Fig. 1: placement by cell class
(2 px per µm)
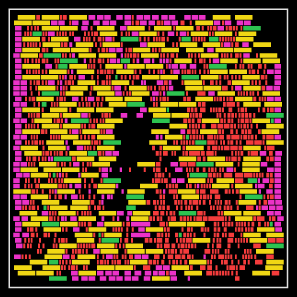
Fig. 2: signal wires by layer
(3 px per µm) Only two layers are drawn.
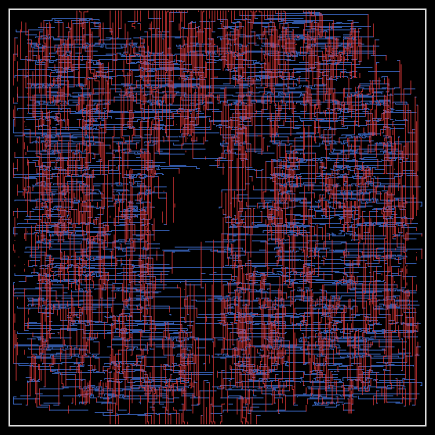
Fig. 3: met3 routing
(3 px per µm)
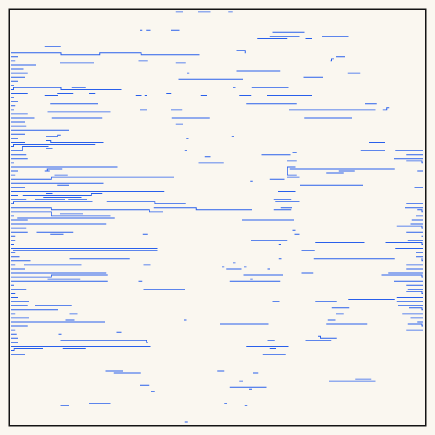
**config.mk**
```make
export PLATFORM = sky130hd
export DESIGN_NAME = axis_sa_feeder
export DESIGN_NICKNAME = d
export VERILOG_FILES = /design/src/rtl/axis_sa_feeder.sv
export SDC_FILE = /design/constraint.sdc
export NUM_CORES = 1
export LEC_CHECK = 0
export ABC_AREA = 1
export CAP_MARGIN = 20
export CORE_UTILIZATION = 57
export CTS_CLUSTER_DIAMETER = 200
export DETAILED_ROUTE_END_ITERATION = 12
export GPL_TIMING_DRIVEN = 0
export PLACE_DENSITY = 0.88
export SETUP_SLACK_MARGIN = 0.4
export SLEW_MARGIN = 20
export SYNTH_ARGS = -nofsm -noshare
export SYNTH_HDL_FRONTEND = slang
export SYNTH_SLANG_ARGS = --single-unit
```
**constraint.sdc**
```tcl
create_clock -name clk_i -period 10.29 [get_ports clk_i]
set_clock_uncertainty 0.15 [all_clocks]
set_input_delay 1.029 -clock clk_i [delete_from_list [all_inputs] [get_ports clk_i]]
set_output_delay 1.029 -clock clk_i [all_outputs]
set_load 0.05 [all_outputs]
```
**src/rtl/axis_sa_feeder.sv**
```systemverilog
// Joins the X and K streams into the systolic array's beat stream,
// marking tile boundaries and sequencing a job of tiles behind a skid buffer.
module axis_sa_feeder #(
    parameter int Rows     = 4,
    parameter int Cols     = 8,
    parameter int WidthX   = 4,
    parameter int WidthK   = 8,
    parameter int MaxK     = 1024,
    parameter int MaxTiles = 65535,
    parameter int WidthKc  = $clog2(MaxK + 1),
    parameter int WidthT   = $clog2(MaxTiles + 1)
) (
    input  logic                          clk_i,
    input  logic                          rst_i,
    input  logic                          cfg_valid_i,
    output logic                          cfg_ready_o,
    input  logic [WidthKc-1:0]            cfg_k_i,
    input  logic [WidthT-1:0]             cfg_tiles_i,
    input  logic                          sx_valid_i,
    output logic                          sx_ready_o,
    input  logic [Rows-1:0][WidthX-1:0]   sx_data_i,
    input  logic                          sk_valid_i,
    output logic                          sk_ready_o,
    input  logic [Cols-1:0][WidthK-1:0]   sk_data_i,
    output logic                          m_valid_o,
    input  logic                          m_ready_i,
    output logic                          m_last_o,
    output logic [Rows-1:0][WidthX-1:0]   mx_data_o,
    output logic [Cols-1:0][WidthK-1:0]   mk_data_o,
    output logic                          busy_o,
    output logic                          done_o
);

    typedef enum logic [1:0] {IDLE, RUN, DRAIN, DONE} state_e;

    localparam logic [WidthKc-1:0] OneK = 1;
    localparam logic [WidthT-1:0]  OneT = 1;

    state_e state_q, state_d;
    logic [WidthKc-1:0] k_q, k_d, beat_q, beat_d;
    logic [WidthT-1:0]  tiles_q, tiles_d, tile_q, tile_d;
    logic [1:0]         cnt_q, cnt_d;
    logic [Rows-1:0][WidthX-1:0] x0_q, x0_d, x1_q, x1_d;
    logic [Cols-1:0][WidthK-1:0] k0_q, k0_d, k1_q, k1_d;
    logic l0_q, l0_d, l1_q, l1_d;
    logic join_w, last_w, pop_w, free_w;

    assign free_w = (cnt_q != 2'd2);
    assign pop_w  = (cnt_q != 2'd0) && m_ready_i;
    assign last_w = (beat_q == k_q - OneK);

    always_comb begin
        state_d     = state_q;
        k_d         = k_q;
        tiles_d     = tiles_q;
        beat_d      = beat_q;
        tile_d      = tile_q;
        join_w      = 1'b0;
        cfg_ready_o = 1'b0;
        done_o      = 1'b0;
        unique case (state_q)
            IDLE: begin
                cfg_ready_o = 1'b1;
                if (cfg_valid_i) begin
                    k_d     = cfg_k_i;
                    tiles_d = cfg_tiles_i;
                    beat_d  = '0;
                    tile_d  = '0;
                    if (cfg_k_i == '0 || cfg_tiles_i == '0) state_d = DONE;
                    else state_d = RUN;
                end
            end
            RUN: begin
                join_w = sx_valid_i && sk_valid_i && free_w;
                if (join_w) begin
                    if (last_w) begin
                        beat_d = '0;
                        tile_d = tile_q + OneT;
                        if (tile_q == tiles_q - OneT) state_d = DRAIN;
                    end else begin
                        beat_d = beat_q + OneK;
                    end
                end
            end
            DRAIN: begin
                if (cnt_q == 2'd0) state_d = DONE;
            end
            DONE: begin
                done_o  = 1'b1;
                state_d = IDLE;
            end
            default: state_d = IDLE;
        endcase
    end

    // Head entry (x0/k0/l0) always drives the array; x1 holds the overflow beat.
    always_comb begin
        cnt_d = cnt_q;
        x0_d  = x0_q;
        x1_d  = x1_q;
        k0_d  = k0_q;
        k1_d  = k1_q;
        l0_d  = l0_q;
        l1_d  = l1_q;
        case (cnt_q)
            2'd0: begin
                if (join_w) begin
                    x0_d  = sx_data_i;
                    k0_d  = sk_data_i;
                    l0_d  = last_w;
                    cnt_d = 2'd1;
                end
            end
            2'd1: begin
                if (join_w && pop_w) begin
                    x0_d = sx_data_i;
                    k0_d = sk_data_i;
                    l0_d = last_w;
                end else if (join_w) begin
                    x1_d  = sx_data_i;
                    k1_d  = sk_data_i;
                    l1_d  = last_w;
                    cnt_d = 2'd2;
                end else if (pop_w) begin
                    cnt_d = 2'd0;
                end
            end
            2'd2: begin
                if (pop_w) begin
                    x0_d  = x1_q;
                    k0_d  = k1_q;
                    l0_d  = l1_q;
                    cnt_d = 2'd1;
                end
            end
            default: cnt_d = 2'd0;
        endcase
    end

    always_ff @(posedge clk_i or posedge rst_i) begin
        if (rst_i) begin
            state_q <= IDLE;
            k_q     <= '0;
            tiles_q <= '0;
            beat_q  <= '0;
            tile_q  <= '0;
            cnt_q   <= '0;
            x0_q    <= '0;
            x1_q    <= '0;
            k0_q    <= '0;
            k1_q    <= '0;
            l0_q    <= 1'b0;
            l1_q    <= 1'b0;
        end else begin
            state_q <= state_d;
            k_q     <= k_d;
            tiles_q <= tiles_d;
            beat_q  <= beat_d;
            tile_q  <= tile_d;
            cnt_q   <= cnt_d;
            x0_q    <= x0_d;
            x1_q    <= x1_d;
            k0_q    <= k0_d;
            k1_q    <= k1_d;
            l0_q    <= l0_d;
            l1_q    <= l1_d;
        end
    end

    assign sx_ready_o = join_w;
    assign sk_ready_o = join_w;
    assign m_valid_o  = (cnt_q != 2'd0);
    assign m_last_o   = l0_q && m_valid_o;
    assign mx_data_o  = x0_q;
    assign mk_data_o  = k0_q;
    assign busy_o     = (state_q != IDLE);

endmodule

```
==> summary.txt <==
Status -> finished, violations left
Failing checks -> DRC
Combinational gate power -> 1880 µW
Leading cell kind -> registers
Internal cell power -> 2390 µW
IO Pins -> 200
Flop share of the area -> 0.401
Fin cells -> 1,800
Combinational gate area -> 4540 µm²
Slew Limit Headroom -> 0.545
Core area -> 18,100 µm²
RSZ-0062 raised after global routing -> false
Max IR drop VDD -> 0.231 mV
H-tree depth -> 1
Master cell of the clock root buffer -> clkbuf_16
Psw -> 1820 µW
I/O Buffers -> 199
Netlist Area Pre-Place -> 10,600 µm²
Synth warn -> 0
Post-route cell area -> 13,700 µm²
Largest net degree at the start of global routing -> 90
Cells after DPL -> 1,756
Setup crit start kind -> input pin
Area leader, netlist -> dfrtp_1
Slowest-stage cell, CP -> clkdlybuf4s50_1
Commonest Layout Cell -> nand2_1
Placed wire-length estimate -> 20.3 mm
Top power group -> combinational logic
Post-CTS setup buffer count -> 0
Clk latency late pin -> 0.52 ns
Filler instances -> 1,274
Worst-case clock buffer depth -> 3
DRT iter0 DRCs -> 761
Layout cells sized above 1 -> 0.0719
Hold-fix buffers at CTS -> 0
Leak -> 0.00646 µW
Dpl cell area -> 12,900 µm²
Clock Buffer Count -> 36
CTS tree -> done
Drt drc -> 18
Hold path start -> k1_q[39]
Most frequent cells in the layout -> nand2_1, dfrtp_1, clkdlybuf4s50_1
WHS Path Cells -> 2
Logic share of the area -> 0.331
Worst Path Max Fanout -> 5
Distinct lib cells used -> 40
## Picture notes: Fig. 1
| class | colour | cells | share of their area |
|---|---|---|---|
| clock drivers and dummy loads | green | 44 | 5.9% |
| sequential cells | yellow | 220 | 41% |
| remaining buffers and delay cells | magenta | 265 | 17% |
| combinational and other logic | red | 1,042 | 36% |

## Picture notes: Fig. 2
| layer | colour | wire length |
|---|---|---|
| metal 1 | blue | 12,200 µm |
| metal 2 | red | 13,700 µm |
Overall Global Routing Usage: 0.309
via count: 9,822
final WL: 28.9 mm
DR WL/cell: 16.0 µm

## Picture notes: Fig. 3
longest straight run: 50.8 µm
nets with wire on the layer: 209
share of all routed wire: 7.8%
main direction: horizontal
wire length on this layer: 2,260 µm
GRT met3 Usage: 0.0675

-- routing by layer --
metal	vias up	GRT usage	routed length, µm
li1	4703	-	-
met1	4679	0.413	12200
met3	60	0.0675	2260
met5	-	0	0
met2	380	0.509	13700
met4	0	0.0887	767
-- worst max-delay path: cells and delay by family --
| family | cells | cell delay [ns] |
|---|---|---|
| buffers and inverters | 3 | 1.41 |
| AND/OR/NAND/NOR | 2 | 0.46 |
-- cells in the mapped netlist (all sizes together) --
cell	count
a21oi	21
a22oi	1
a31oi	81
and3	3
and3b	1
buf	25
clkbuf	39
clkinv	1
dfrtp	220
ha	8
inv	64
mux2	13
nand2	538
nand3	43
nand3b	5
nand4	10
nor2	157
nor3	9
nor4	8
o21ai	34
o21bai	1
o22ai	1
o31ai	1
or2	10
xnor2	13
xnor3	1
xor2	18
-- cell families after synthesis --
family,share of synthesized area
AND-OR/OR-AND,0.0779
XOR/XNOR,0.0278
adder cells (fa/ha/maj),0.00945
buffers and inverters,0.0515
flip-flops,0.520
multiplexers,0.0138
AND/OR/NAND/NOR,0.300
-- path summary, 6_finish.rpt --
kind / endpoint / slack (ns)
worst min register to register: k1_q[39] / 0.33
worst max-delay path: sx_ready_o / 6.21
worst max register to register: mk_data_o[43] / 7.60
max in group asynchronous: mk_data_o[43] / 8.04
worst min-delay path: k1_q[39] / 0.33
min in group asynchronous: mx_data_o[10] / 0.78
-- state kept, by name, indices dropped and copies added, names as in the netlist --
signal and count:
tile_q 16, mk_data_o 64, mx_data_o 16, cnt_q 2, l0_q 1, k1_q 64, beat_q 11, tiles_q 16
state_q 2, l1_q 1, x1_q 16, k_q 11
Power is estimated from default activity; no workload was simulated.
